==> run_1/closeup.png <==
Region (6, 44) to (31, 69) microns. Cells in gray, sequential cells in the stronger gray; small squares are vias.
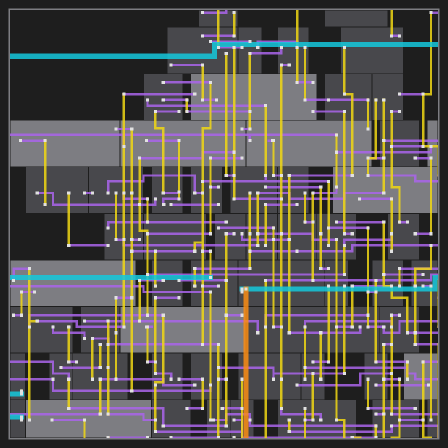
==> run_1/class_map.png <==
Scale: 4 px per micron.
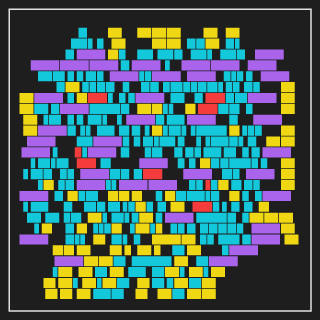
==> run_1/sizing.png <==
Scale: 4 px per micron.
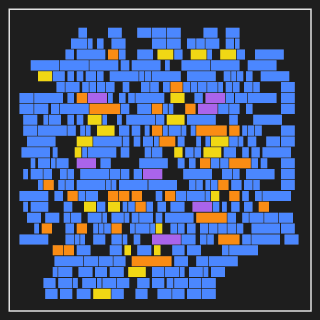
==> config.mk <==
export PLATFORM = sky130hd
export DESIGN_NAME = hazard_stall_ctrl
export DESIGN_NICKNAME = d
export VERILOG_FILES = /design/src/rtl/hazard_stall_ctrl_pkg.sv /design/src/rtl/hazard_stall_ctrl_hazard_detect.sv /design/src/rtl/hazard_stall_ctrl.sv
export SDC_FILE = /design/constraint.sdc
export NUM_CORES = 1
export LEC_CHECK = 0
export ABC_CLOCK_PERIOD_IN_PS = 2300
export CAP_MARGIN = 20
export CORE_MARGIN = 2
export CORE_UTILIZATION = 48
export DETAILED_ROUTE_END_ITERATION = 10
export PLACE_DENSITY = 0.82
export SLEW_MARGIN = 20
export SYNTH_ARGS = -nofsm -noshare
export SYNTH_HDL_FRONTEND = slang
export SYNTH_SLANG_ARGS = --single-unit
==> constraint.sdc <==
create_clock -name i_clk -period 2.3 [get_ports i_clk]
set_input_delay 0.345 -clock i_clk [delete_from_list [all_inputs] [get_ports i_clk]]
set_output_delay 0.345 -clock i_clk [all_outputs]
set_load 0.02 [all_outputs]
==> src/rtl/hazard_stall_ctrl_pkg.sv <==
// Shared definitions for the pipeline hazard/stall sequencer: XLEN width
// codes, FSM state encoding, result-source codes and the control bundle.
package hazard_stall_ctrl_pkg;

    // Width codes; data width is 1 << (code + 4).
    localparam logic [1:0] XLEN_16b  = 2'd0;
    localparam logic [1:0] XLEN_32b  = 2'd1;
    localparam logic [1:0] XLEN_64b  = 2'd2;
    localparam logic [1:0] XLEN_128b = 2'd3;

    // EX result source selecting the data-memory read path.
    localparam logic [1:0] RESULT_SRC_LOAD = 2'b01;

    // Width of the memory wait counter; covers MEM_TIMEOUT up to 255.
    localparam int WAIT_W = 8;

    typedef enum logic [1:0] {
        ST_RUN        = 2'd0,
        ST_MEM_WAIT   = 2'd1,
        ST_TRAP_DRAIN = 2'd2
    } state_e;

    // Every combinational output of the sequencer, bundled so that a
    // whole decision can be built and returned in one value.
    typedef struct packed {
        logic en_f;
        logic en_d;
        logic en_e;
        logic en_m;
        logic en_w;
        logic flush_d;
        logic flush_e;
        logic flush_m;
        logic pc_trap_sel;
        logic mem_fault;
    } ctrl_t;

    // Free-flowing pipeline: every stage enabled, nothing flushed.
    localparam ctrl_t CTRL_FLOW   = ctrl_t'(10'b11111_000_00);
    // Whole pipeline frozen while data memory is outstanding.
    localparam ctrl_t CTRL_FREEZE = ctrl_t'(10'b00000_000_00);

    // Data width in bits for a given XLEN code.
    function automatic int xlen_bits(input logic [1:0] code);
        return 32'sd1 <<< (int'(code) + 4);
    endfunction

    // Redirect and load-use resolution used both in RUN and on the cycle
    // a memory wait completes. A taken branch squashes the younger
    // instructions anyway, so it wins over the load-use bubble.
    function automatic ctrl_t ctrl_resolve(input logic pc_src, input logic lu);
        ctrl_t c;
        c = CTRL_FLOW;
        if (pc_src) begin
            c.flush_d = 1'b1;
            c.flush_e = 1'b1;
        end else if (lu) begin
            c.en_f    = 1'b0;
            c.en_d    = 1'b0;
            c.flush_e = 1'b1;
        end
        return c;
    endfunction

endpackage

==> src/rtl/hazard_stall_ctrl_hazard_detect.sv <==
// Load-use hazard compare: the instruction in EX is a load whose
// destination is read by the instruction sitting in ID.
module hazard_stall_ctrl_hazard_detect
    import hazard_stall_ctrl_pkg::*;
(
    input  logic [4:0] i_rs1_d,
    input  logic [4:0] i_rs2_d,
    input  logic [4:0] i_rd_e,
    input  logic [1:0] i_result_src_e,
    input  logic       i_reg_wr_e,
    output logic       o_lu
);

    logic is_load_e;
    logic rd_live_e;
    logic src_match_d;

    assign is_load_e   = i_reg_wr_e && (i_result_src_e == RESULT_SRC_LOAD);
    // x0 is hard-wired to zero, so a load targeting it never creates a hazard.
    assign rd_live_e   = (i_rd_e != 5'd0);
    assign src_match_d = (i_rd_e == i_rs1_d) || (i_rd_e == i_rs2_d);

    assign o_lu = is_load_e && rd_live_e && src_match_d;

endmodule

==> src/rtl/hazard_stall_ctrl.sv <==
// Central pipeline sequencer: per-stage enables and flushes for load-use
// bubbles, branch redirects, trap/mret redirects and multi-cycle data
// memory accesses, plus a saturating stall-cycle performance counter.
module hazard_stall_ctrl
    import hazard_stall_ctrl_pkg::*;
#(
    parameter logic [1:0] XLEN        = XLEN_64b,
    parameter int          MEM_TIMEOUT = 64,
    parameter int          CNT_W       = 32
) (
    input  logic             i_clk,
    input  logic             i_rst,
    input  logic [4:0]       i_rs1_d,
    input  logic [4:0]       i_rs2_d,
    input  logic [4:0]       i_rd_e,
    input  logic [1:0]       i_result_src_e,
    input  logic             i_reg_wr_e,
    input  logic             i_pc_src_e,
    input  logic             i_dmem_req_m,
    input  logic             i_dmem_ready,
    input  logic             i_trap_m,
    input  logic             i_mret_m,
    output logic             o_en_f,
    output logic             o_en_d,
    output logic             o_en_e,
    output logic             o_en_m,
    output logic             o_en_w,
    output logic             o_flush_d,
    output logic             o_flush_e,
    output logic             o_flush_m,
    output logic             o_pc_trap_sel,
    output logic             o_mem_fault,
    output logic [CNT_W-1:0] o_stall_cnt
);

    // Elaboration-time parameter sanity.
    if ((CNT_W < 1) || (CNT_W > xlen_bits(XLEN))) begin : g_bad_cnt_w
        $error("hazard_stall_ctrl: CNT_W must lie between 1 and the data width");
    end
    if ((MEM_TIMEOUT < 2) || (MEM_TIMEOUT > 255)) begin : g_bad_timeout
        $error("hazard_stall_ctrl: MEM_TIMEOUT must lie between 2 and 255");
    end

    // Wait counter value on the last wait cycle before the timeout fires:
    // the entry cycle in RUN counts as wait cycle 1 and loads the counter
    // with 1, so wait cycle N sees a counter of N-1.
    localparam logic [WAIT_W-1:0] WAIT_LAST = WAIT_W'(MEM_TIMEOUT - 1);

    // Saturating increment for the stall performance counter.
    function automatic logic [CNT_W-1:0] sat_inc(input logic [CNT_W-1:0] v);
        return (v == {CNT_W{1'b1}}) ? v : v + CNT_W'(1);
    endfunction

    state_e            state_q, state_d;
    logic [WAIT_W-1:0] wait_q, wait_d;
    logic [CNT_W-1:0]  stall_cnt_q, stall_cnt_d;
    ctrl_t             ctrl;
    logic              lu;
    logic              trap_or_mret;
    logic              mem_miss;

    hazard_stall_ctrl_hazard_detect u_hazard_detect (
        .i_rs1_d        (i_rs1_d),
        .i_rs2_d        (i_rs2_d),
        .i_rd_e         (i_rd_e),
        .i_result_src_e (i_result_src_e),
        .i_reg_wr_e     (i_reg_wr_e),
        .o_lu           (lu)
    );

    assign trap_or_mret = i_trap_m || i_mret_m;
    assign mem_miss     = i_dmem_req_m && !i_dmem_ready;

    // Next-state and zero-latency control outputs from state and inputs.
    always_comb begin
        ctrl    = CTRL_FLOW;
        state_d = state_q;
        wait_d  = wait_q;

        if (!i_rst) begin
            unique case (state_q)
                ST_RUN: begin
                    if (trap_or_mret) begin
                        // Redirect to the trap/mret target; any memory
                        // request from the faulting instruction is dropped.
                        ctrl.pc_trap_sel = 1'b1;
                        ctrl.flush_d     = 1'b1;
                        ctrl.flush_e     = 1'b1;
                        ctrl.flush_m     = 1'b1;
                        state_d          = ST_TRAP_DRAIN;
                    end else if (mem_miss) begin
                        ctrl    = CTRL_FREEZE;
                        state_d = ST_MEM_WAIT;
                        wait_d  = WAIT_W'(1);
                    end else begin
                        ctrl = ctrl_resolve(i_pc_src_e, lu);
                    end
                end

                ST_MEM_WAIT: begin
                    // MEM is frozen here, so a trap flag is stale and ignored.
                    if (i_dmem_ready) begin
                        ctrl    = ctrl_resolve(i_pc_src_e, lu);
                        state_d = ST_RUN;
                        wait_d  = '0;
                    end else if (wait_q >= WAIT_LAST) begin
                        // Give up on the access and let the pipeline move.
                        ctrl.mem_fault = 1'b1;
                        state_d        = ST_RUN;
                        wait_d         = '0;
                    end else begin
                        ctrl   = CTRL_FREEZE;
                        wait_d = wait_q + WAIT_W'(1);
                    end
                end

                ST_TRAP_DRAIN: begin
                    // Squash the two wrong-path instructions fetched while
                    // the redirected PC was still propagating.
                    ctrl.flush_d = 1'b1;
                    ctrl.flush_e = 1'b1;
                    state_d      = ST_RUN;
                end

                default: begin
                    state_d = ST_RUN;
                    wait_d  = '0;
                end
            endcase
        end
    end

    assign stall_cnt_d = ctrl.en_f ? stall_cnt_q : sat_inc(stall_cnt_q);

    // State, wait counter and stall counter registers with synchronous reset.
    always_ff @(posedge i_clk) begin
        if (i_rst) begin
            state_q     <= ST_RUN;
            wait_q      <= '0;
            stall_cnt_q <= '0;
        end else begin
            state_q     <= state_d;
            wait_q      <= wait_d;
            stall_cnt_q <= stall_cnt_d;
        end
    end

    assign o_en_f        = ctrl.en_f;
    assign o_en_d        = ctrl.en_d;
    assign o_en_e        = ctrl.en_e;
    assign o_en_m        = ctrl.en_m;
    assign o_en_w        = ctrl.en_w;
    assign o_flush_d     = ctrl.flush_d;
    assign o_flush_e     = ctrl.flush_e;
    assign o_flush_m     = ctrl.flush_m;
    assign o_pc_trap_sel = ctrl.pc_trap_sel;
    assign o_mem_fault   = ctrl.mem_fault;
    assign o_stall_cnt   = stall_cnt_q;

endmodule

==> flow_metrics.py, run 1 <==
# Flow results
metrics = {
    "global_routing": {
        "overflow": 0,
        "use_met1_pct": 29.69,
        "grt_max_degree": 44,
        "grtUsageMet3_pct": 4.685,
        "busiest_layer": "met2",
        "grt_pass1_vias": 2248,
        "grt_usage_pct": 22.88,
        "use_met2_pct": 36.45,
    },
    "clocking": {
        "clkLatencyLatePin_ns": 0.30,
        "hold_buffers": 0,
        "htreeDepth": 2,
        "cts_root_buffer": "clkbuf_8",
        "cts_tree": "yes",
        "cts_buffers": 5,
        "clk_pin_slew_ns": 0.08,
        "cts_setup_buffers": 0,
        "post_cts_resized": 11,
        "clock_path_buffers": 2,
    },
    "finish": {
        "clk_share_pct": 2.733,
        "final_cells": 437,
        "largest_reg_flops": 32,
        "comb_cells": 226,
        "post-route-util_pct": 69.83,
        "flop-count": 42,
        "diodes": 0,
        "nClkBuffers": 7,
        "lay_top_count": "clkdlybuf4s50_1",
        "fill_cells": 384,
        "inv_count": 5,
        "layout_top_cells": "clkdlybuf4s50_1, dfxtp_1, nor2_1",
        "buf_share_pct": 24.60,
        "combGateArea_sq_mm": 0.001485,
        "fin_nets": 396,
        "final_layout_size_suffix_gt1_share_pct": 15.68,
        "largest_cell_class": "multi-input combinational cells",
    },
    "synth": {
        "ys_cells": 292,
        "synthSimpleGateAreaFrac_pct": 33.73,
        "yosysChipArea_sq_mm": 0.002422,
        "syn-num-nets": 319,
        "synth_top_cell_by_count": "dfxtp_1",
        "top_area_share_pct": 34.71,
        "synthCells": 292,
        "async_flop_share_pct": 0,
        "ys_seq_share_pct": 34.71,
        "synth_top_cell_by_area": "dfxtp_1",
        "top_logic_kind": "simple AND/OR/NAND/NOR gates",
        "syn_avg_cell_area_sq_um": 8.296,
        "ys_types": 51,
        "flop_cell": "dfxtp_1",
        "synth_area_sq_mm": 0.002422,
        "common_cells": "dfxtp_1, nor2_1, a21oi_1, nand2_1, or3_1",
        "synth_adder_area_share_pct": 1.033,
        "xor_share_pct": 4.700,
        "synthMuxAreaShare_pct": 4.855,
    },
    "final_timing": {
        "period_minus_slack_ns": 2.228,
        "hold_ws_ns": 0.4775,
        "setup_tns_ns": 0,
        "worst_pin_slew_ns": 0.4756,
        "finalSetupViolCount": 0,
        "skew_ns": 0.008157,
        "grt_setup_unrepaired": "true",
        "slew-limit-headroom_pct": 68.18,
        "min_period_over_period_pct": 96.89,
        "finalMaxSlewViolations": 0,
        "finalHoldViolCount": 0,
        "fmax_mhz": 448.7,
    },
    "floorplanning": {
        "tapCellCount": 67,
        "fp-utilization_pct": 50.61,
        "die_h_microns": 75.04,
        "ios": 67,
        "die_w_microns": 75.04,
    },
    "power": {
        "power_density_mw_per_mm2": 421.8,
        "seq-power_mw": 0.737,
        "seq_power_share_pct": 52.3,
        "intPower_mw": 1.065,
        "switchingPower_mw": 0.3444,
        "vdd_drop_max_mv": 0.3518,
        "pwr-share-clk_pct": 34.9,
        "maxPowerGroup": "sequential cells",
        "powerClk_mw": 0.492,
        "comb_power_share_pct": 12.8,
        "p_sw_share_pct": 24.43,
        "p_leak_nw": 1.171,
        "powerComb_mw": 0.181,
        "total_power_mw": 1.410,
    },
    "setup_path": {
        "reg2reg_depth": 9,
        "cp-startpoint": "i_rd_e[4]",
        "crit_slowest_cell": "clkdlybuf4s50_1",
        "cp_top_family": "buffers and inverters",
        "crit_buf_inv": 3,
        "critPathCapture": "o_stall_cnt[25]",
        "setup.worst_path.end_class": "register",
        "start_kind": "input port",
        "cp_max_fo": 43,
        "path_depth": 9,
        "cpPeakStageDelay_ns": 0.53,
        "path_cells": "clkdlybuf4s50_1, xnor2_1, nand3_1, o22ai_2, a41oi_4, buf_12, buf_4, o31a_1, o21ba_2",
        "criticalPathCategory": "input port to register",
        "reg2reg_from": "wait_q[0]",
        "rrSetupSlack_ns": 0.23,
        "worst_ep_required_time_ns": 2.50,
    },
    "route": {
        "drc_errors": 0,
        "routedWlPerCell_microns": 13.73,
        "wl_met2_microns": 2834,
        "ant_nets": 0,
        "via_per_inst": 5.625,
        "top_layer": "met4",
        "dr_total_vias": 2458,
        "wl_met3_microns": 222,
        "met1_length_microns": 2781,
        "drt_iter0_markers": 117,
        "drt_pre_antenna_iters": 4,
    },
    "placed_design": {
        "port-buffer-count": 66,
        "pre_cts_slack_ns": -0.3542,
        "gp_congestion": 0.8046,
        "placed_cells": 429,
        "placed_cell_area_sq_mm": 0.003256,
        "dp_hpwl_microns": 4557,
    },
    "outcome": {
        "status": "completed",
    },
    "min_path": {
        "hp-class": "register to register",
        "holdPathStages": 1,
        "holdCritStartpoint": "wait_q[7]",
        "min_to": "wait_q[7]",
    },
    "job": {
        "warnings": 27,
    },
}
Notes on closeup.png above:
legend:
  yellow:
    layer: M2
  purple:
    layer: M1
  cyan:
    layer: M3
  orange:
    layer: M4
most frequent: dfxtp_1 (8)
netlist names of flops here include: `o_stall_cnt` (7), `wait_q` (1)
sequential cells in the window: 8
cells with their middle in the window: 51

Notes on class_map.png above:
legend:
  red:
    class: clock drivers and dummy loads
    cells: 8
    share_of_their_area: 2.8%
  yellow:
    class: remaining buffers and delay cells
    cells: 89
    share_of_their_area: 25%
  purple:
    class: registers
    cells: 42
    share_of_their_area: 26%
  cyan:
    class: remaining logic cells
    cells: 231
    share_of_their_area: 46%
Core ar.: 0.004786 sq mm
row cnt: 25
sequential cell area share: 25.16%
design area: 0.003342 sq mm

Notes on sizing.png above:
legend:
  blue:
    size: x1 and smaller
    cells: 312
    share: 84%
    most_used: clkdlybuf4s50_1
  purple:
    size: x6 and larger
    cells: 7
    share: 1.9%
    most_used: clkbuf_8
  yellow:
    size: x2
    cells: 21
    share: 5.7%
    most_used: mux2_2
  orange:
    size: x3 and x4
    cells: 30
    share: 8.1%
    most_used: buf_4
Plain + repair buffers: 89
Final WS setup: 0.07157 ns
area delta synth->final: 37.97%

==> run_1/m1.png <==
Scale: 6 px per micron.
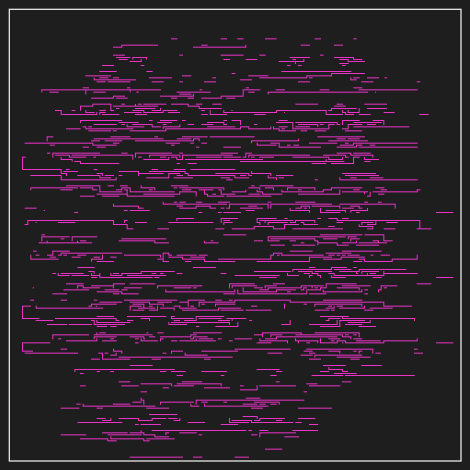

==> run 1 -> run 2 <==
- ABC_CLOCK_PERIOD_IN_PS: 2300 -> 1830
- CORE_UTILIZATION: 48 -> 43
- PLACE_DENSITY: 0.82 -> 0.78
- clock period: 2.3 -> 1.83 ns (I/O delays scaled with it)
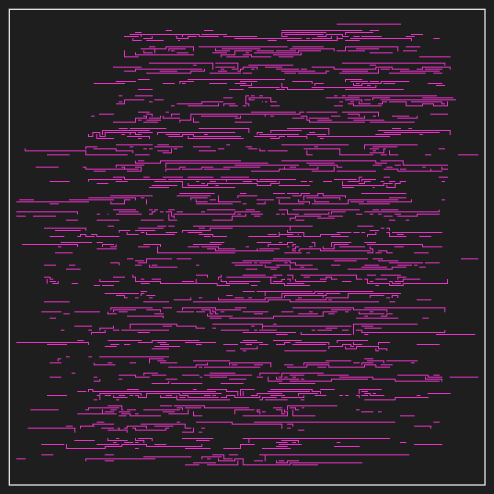
(run_2/m1.png)
Scale: 6 px per micron.
share of all routed wire: 39%
wire length on this layer: 3570 microns
nets with wire on the layer: 401
longest straight run: 24.8 microns

==> run 2 against run 1 <==
  * The run now ends with setup timing left
  * Clock skew grew 0.0061 ns
  * Count of clock-buffer cells in the layout shrank 1
  * Sequential share of layout area shrank 4.9 points
  * Largest cell class unchanged
  * Largest power group unchanged
==> flow_metrics.py, run 2 <==
# Flow results
metrics = {
    "route": {
        "met1_length_microns": 3569,
        "ant_nets": 0,
        "via_per_inst": 5.947,
        "wl_met2_microns": 4723,
        "routedWlPerCell_microns": 18.13,
        "wl_met3_microns": 615,
        "drt_pre_antenna_iters": 5,
        "dr_total_vias": 3009,
        "top_layer": "met4",
        "drt_iter0_markers": 208,
        "drc_errors": 0,
    },
    "power": {
        "powerClk_mw": 0.693,
        "seq-power_mw": 0.915,
        "comb_power_share_pct": 15.1,
        "pwr-share-clk_pct": 36.6,
        "seq_power_share_pct": 48.3,
        "switchingPower_mw": 0.4948,
        "p_leak_nw": 1.839,
        "maxPowerGroup": "sequential cells",
        "power_density_mw_per_mm2": 433.2,
        "total_power_mw": 1.895,
        "vdd_drop_max_mv": 0.2657,
        "intPower_mw": 1.400,
        "powerComb_mw": 0.286,
        "p_sw_share_pct": 26.12,
    },
    "floorplanning": {
        "coreArea_sq_mm": 0.005473,
        "die_w_microns": 79.06,
        "ios": 67,
        "tapCellCount": 72,
        "row_count": 27,
        "die_h_microns": 79.06,
        "fp-utilization_pct": 44.26,
    },
    "finish": {
        "final_layout_size_suffix_gt1_share_pct": 45.85,
        "lay_top_count": "buf_4",
        "synthToLayoutAreaGrowth_pct": 80.53,
        "buffers": 153,
        "largest_reg_flops": 32,
        "fin_nets": 460,
        "comb_cells": 226,
        "nClkBuffers": 6,
        "flop-count": 42,
        "diodes": 0,
        "combGateArea_sq_mm": 0.001844,
        "buf_share_pct": 32.62,
        "fill_cells": 340,
        "inv_count": 5,
        "final_cells": 506,
        "layout_top_cells": "buf_4, clkdlybuf4s50_1, nor2_1",
        "fin_area_sq_mm": 0.004373,
        "largest_cell_class": "multi-input combinational cells",
        "clk_share_pct": 2.375,
    },
    "setup_path": {
        "path_depth": 10,
        "critPathCapture": "o_stall_cnt[30]",
        "path_cells": "ha_4, nand3_4, o2111ai_2, a21oi_2, a41oi_4, buf_12, buf_12, buf_4, or4_4, nand2_2",
        "crit_slowest_cell": "or4_4",
        "crit_buf_inv": 3,
        "cp_common_cell": "buf_12",
        "rrSetupSlack_ns": -0.24,
        "criticalPathCategory": "register to register",
        "cp_max_fo": 6,
        "cp-startpoint": "wait_q[1]",
        "cp_top_family": "simple AND/OR/NAND/NOR gates",
        "worst_ep_required_time_ns": 2.09,
        "setup.worst_path.end_class": "register",
        "start_kind": "register",
        "cpPeakStageDelay_ns": 0.48,
        "reg2reg_depth": 10,
        "reg2reg_from": "wait_q[1]",
    },
    "global_routing": {
        "grt_pass1_vias": 2984,
        "use_met1_pct": 32.86,
        "overflow": 0,
        "grtUsageMet3_pct": 6.136,
        "grt_usage_pct": 28.83,
        "grt_max_degree": 42,
        "use_met2_pct": 52.12,
        "busiest_layer": "met2",
    },
    "synth": {
        "syn_avg_cell_area_sq_um": 8.296,
        "flop_cell": "dfxtp_1",
        "ys_seq_share_pct": 34.71,
        "synth_area_sq_mm": 0.002422,
        "synthSimpleGateAreaFrac_pct": 33.73,
        "synth_top_cell_by_area": "dfxtp_1",
        "yosysChipArea_sq_mm": 0.002422,
        "xor_share_pct": 4.700,
        "top_area_share_pct": 34.71,
        "ys_types": 51,
        "top_logic_kind": "simple AND/OR/NAND/NOR gates",
        "async_flop_share_pct": 0,
        "synthCells": 292,
        "syn-num-nets": 319,
        "synth_top_cell_by_count": "dfxtp_1",
        "synth_adder_area_share_pct": 1.033,
        "common_cells": "dfxtp_1, nor2_1, a21oi_1, nand2_1, or3_1",
        "synthMuxAreaShare_pct": 4.855,
        "ys_seq_elements": 42,
        "ys_cells": 292,
    },
    "placed_design": {
        "gp_congestion": 0.8193,
        "dp_hpwl_microns": 5186,
        "placed_cells": 483,
        "pre_cts_slack_ns": -0.7147,
        "placed_cell_area_sq_mm": 0.003729,
        "port-buffer-count": 66,
    },
    "final_timing": {
        "finalMaxSlewViolations": 0,
        "worst_pin_slew_ns": 0.4635,
        "finalWorstSetupSlack_ns": -0.2424,
        "finalHoldViolCount": 0,
        "min_period_over_period_pct": 113.2,
        "grt_setup_unrepaired": "true",
        "setup_tns_ns": -5.246,
        "period_minus_slack_ns": 2.072,
        "fmax_mhz": 482.5,
        "hold_ws_ns": 0.4134,
        "finalSetupViolCount": 37,
        "slew-limit-headroom_pct": 69.10,
        "skew_ns": 0.01425,
    },
    "job": {
        "warnings": 29,
    },
    "clocking": {
        "clk_pin_slew_ns": 0.09,
        "cts_setup_buffers": 9,
        "hold_buffers": 0,
        "clock_path_buffers": 2,
        "cts_buffers": 5,
        "post_cts_resized": 116,
        "cts_tree": "yes",
        "clkLatencyLatePin_ns": 0.31,
        "cts_root_buffer": "clkbuf_8",
        "htreeDepth": 2,
    },
    "min_path": {
        "min_to": "wait_q[0]",
        "holdPathStages": 3,
        "holdCritStartpoint": "i_rst",
        "hp-class": "input port to register",
    },
    "outcome": {
        "status": "finished with violations",
        "failed_checks": "setup timing",
    },
}
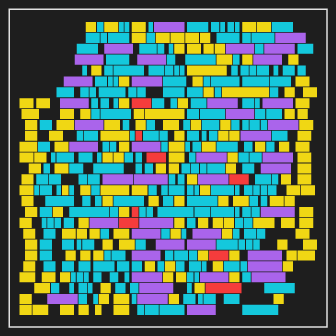
(run_2/class_map.png)
Scale: 4 px per micron.
legend:
  cyan:
    class: remaining logic cells
    cells: 231
    share_of_their_area: 44%
  red:
    class: clock drivers and dummy loads
    cells: 8
    share_of_their_area: 2.4%
  purple:
    class: registers
    cells: 42
    share_of_their_area: 21%
  yellow:
    class: remaining buffers and delay cells
    cells: 153
    share_of_their_area: 33%
sequential cell area share: 20.29%
Final Util: 79.90%

==> run_2/sizing.png <==
Scale: 4 px per micron.
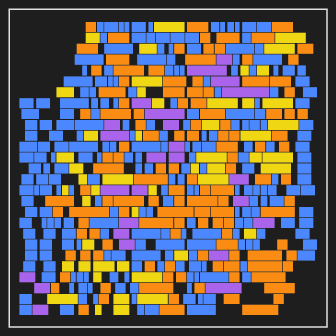

==> run 2 -> run 3 <==
- CORE_ASPECT_RATIO: unset -> 0.6
- CORE_MARGIN: 2 -> unset
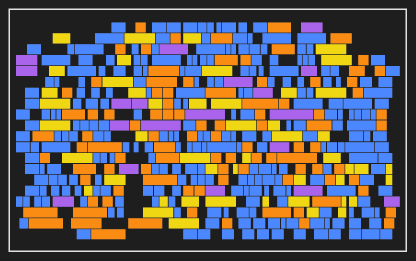
(run_3/sizing.png)
Scale: 4 px per micron.
legend:
  orange:
    size: x3 and x4
    cells: 96
    share: 23%
    most_used: buf_4
  blue:
    size: x1 and smaller
    cells: 257
    share: 61%
    most_used: clkdlybuf4s50_1
  purple:
    size: x6 and larger
    cells: 19
    share: 4.5%
    most_used: clkbuf_8
  yellow:
    size: x2
    cells: 48
    share: 11%
    most_used: dfxtp_2
design area: 0.004046 sq mm
Final WS setup: -0.3452 ns
area delta synth->final: 67.05%
Plain + repair buffers: 139

==> run 3 against run 2 <==
  * Synthesized area unchanged
  * Synthesized cell count did not move
  * Register-to-register slack got worse by 0.10 ns
  * First-iteration DRC count rose by 0.96%
  * Total power grew 4.5%
  * Wire length fell by 11%
  * Clock skew fell by 0.0094 ns
  * Cell area is 7.5% lower
  * Critical path type unchanged
  * Hold slack improved by 0.089 ns
  * Sequential share of layout area grew 1.6 points
  * The flow still finishes with violations (setup timing)
  * Combinational power hardly changed
==> flow_metrics.py, run 3 <==
# Flow results
metrics = {
    "final_timing": {
        "fmax_mhz": 459.7,
        "grt_setup_unrepaired": "true",
        "slew-limit-headroom_pct": 73.10,
        "min_period_over_period_pct": 118.9,
        "finalHoldViolCount": 0,
        "finalSetupViolCount": 35,
        "setup_tns_ns": -7.860,
        "finalMaxSlewViolations": 0,
        "finalWorstSetupSlack_ns": -0.3452,
    },
    "finish": {
        "layout_top_cells": "buf_4, clkdlybuf4s50_1, nor2_1",
        "final_layout_size_suffix_gt1_share_pct": 38.81,
        "final_cells": 486,
        "fin_nets": 446,
        "largest_reg_flops": 32,
        "flop-count": 42,
        "nClkBuffers": 7,
        "lay_top_count": "buf_4",
        "fill_cells": 352,
    },
    "setup_path": {
        "reg2reg_depth": 10,
        "cp_common_cell": "buf_4",
        "critPathCapture": "o_stall_cnt[16]",
        "start_kind": "register",
        "rrSetupSlack_ns": -0.35,
        "path_depth": 10,
        "path_cells": "ha_4, nand3_4, o2111ai_2, a21oi_2, buf_4, a41oi_4, buf_4, buf_16, or4_1, a21oi_1",
        "worst_ep_required_time_ns": 2.05,
        "crit_slowest_cell": "or4_1",
        "crit_buf_inv": 3,
        "setup.worst_path.end_class": "register",
        "cp-startpoint": "wait_q[1]",
    },
    "clocking": {
        "hold_buffers": 0,
        "clkLatencyLatePin_ns": 0.30,
        "cts_buffers": 5,
        "htreeDepth": 2,
        "cts_root_buffer": "clkbuf_8",
        "cts_tree": "yes",
        "clk_pin_slew_ns": 0.08,
        "clock_path_buffers": 2,
        "post_cts_resized": 62,
    },
    "min_path": {
        "hp-class": "register to register",
        "holdCritStartpoint": "wait_q[6]",
        "holdPathStages": 1,
        "min_to": "wait_q[6]",
    },
    "floorplanning": {
        "row_count": 20,
        "coreArea_sq_mm": 0.005230,
        "fp-utilization_pct": 46.32,
        "die_h_microns": 60.14,
        "die_w_microns": 98.90,
        "tapCellCount": 66,
    },
    "placed_design": {
        "pre_cts_slack_ns": -0.7429,
        "dp_hpwl_microns": 5267,
        "port-buffer-count": 66,
        "gp_congestion": 0.7967,
        "placed_cell_area_sq_mm": 0.003633,
    },
    "synth": {
        "top_logic_kind": "simple AND/OR/NAND/NOR gates",
        "synthMuxAreaShare_pct": 4.855,
        "synthCells": 292,
        "flop_cell": "dfxtp_1",
        "ys_types": 51,
        "synth_top_cell_by_count": "dfxtp_1",
        "top_area_share_pct": 34.71,
        "synthSimpleGateAreaFrac_pct": 33.73,
        "common_cells": "dfxtp_1, nor2_1, a21oi_1, nand2_1, or3_1",
        "ys_cells": 292,
        "syn-num-nets": 319,
        "synth_top_cell_by_area": "dfxtp_1",
        "synth_adder_area_share_pct": 1.033,
        "yosysChipArea_sq_mm": 0.002422,
    },
    "global_routing": {
        "grt_max_degree": 26,
        "grtUsageMet3_pct": 5.380,
        "busiest_layer": "met2",
        "overflow": 0,
    },
    "power": {
        "maxPowerGroup": "sequential cells",
        "seq-power_mw": 0.915,
        "intPower_mw": 1.495,
        "total_power_mw": 1.980,
        "seq_power_share_pct": 46.2,
        "pwr-share-clk_pct": 39.5,
        "p_sw_share_pct": 24.46,
    },
    "outcome": {
        "status": "finished with violations",
        "failed_checks": "setup timing",
    },
    "route": {
        "drc_errors": 0,
        "wl_met2_microns": 3741,
        "drt_iter0_markers": 210,
        "dr_total_vias": 2808,
        "top_layer": "met4",
        "routedWlPerCell_microns": 16.80,
    },
    "job": {
        "warnings": 29,
    },
}
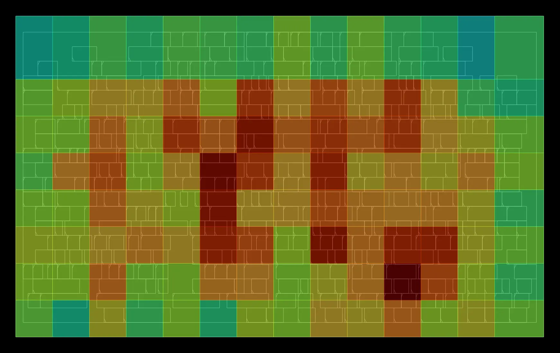
(run_3/congestion_map.png)
Final Util: 77.37%
grt met1 use: 36.79%

No activity file was given, so power comes from the tool's default toggle rates.
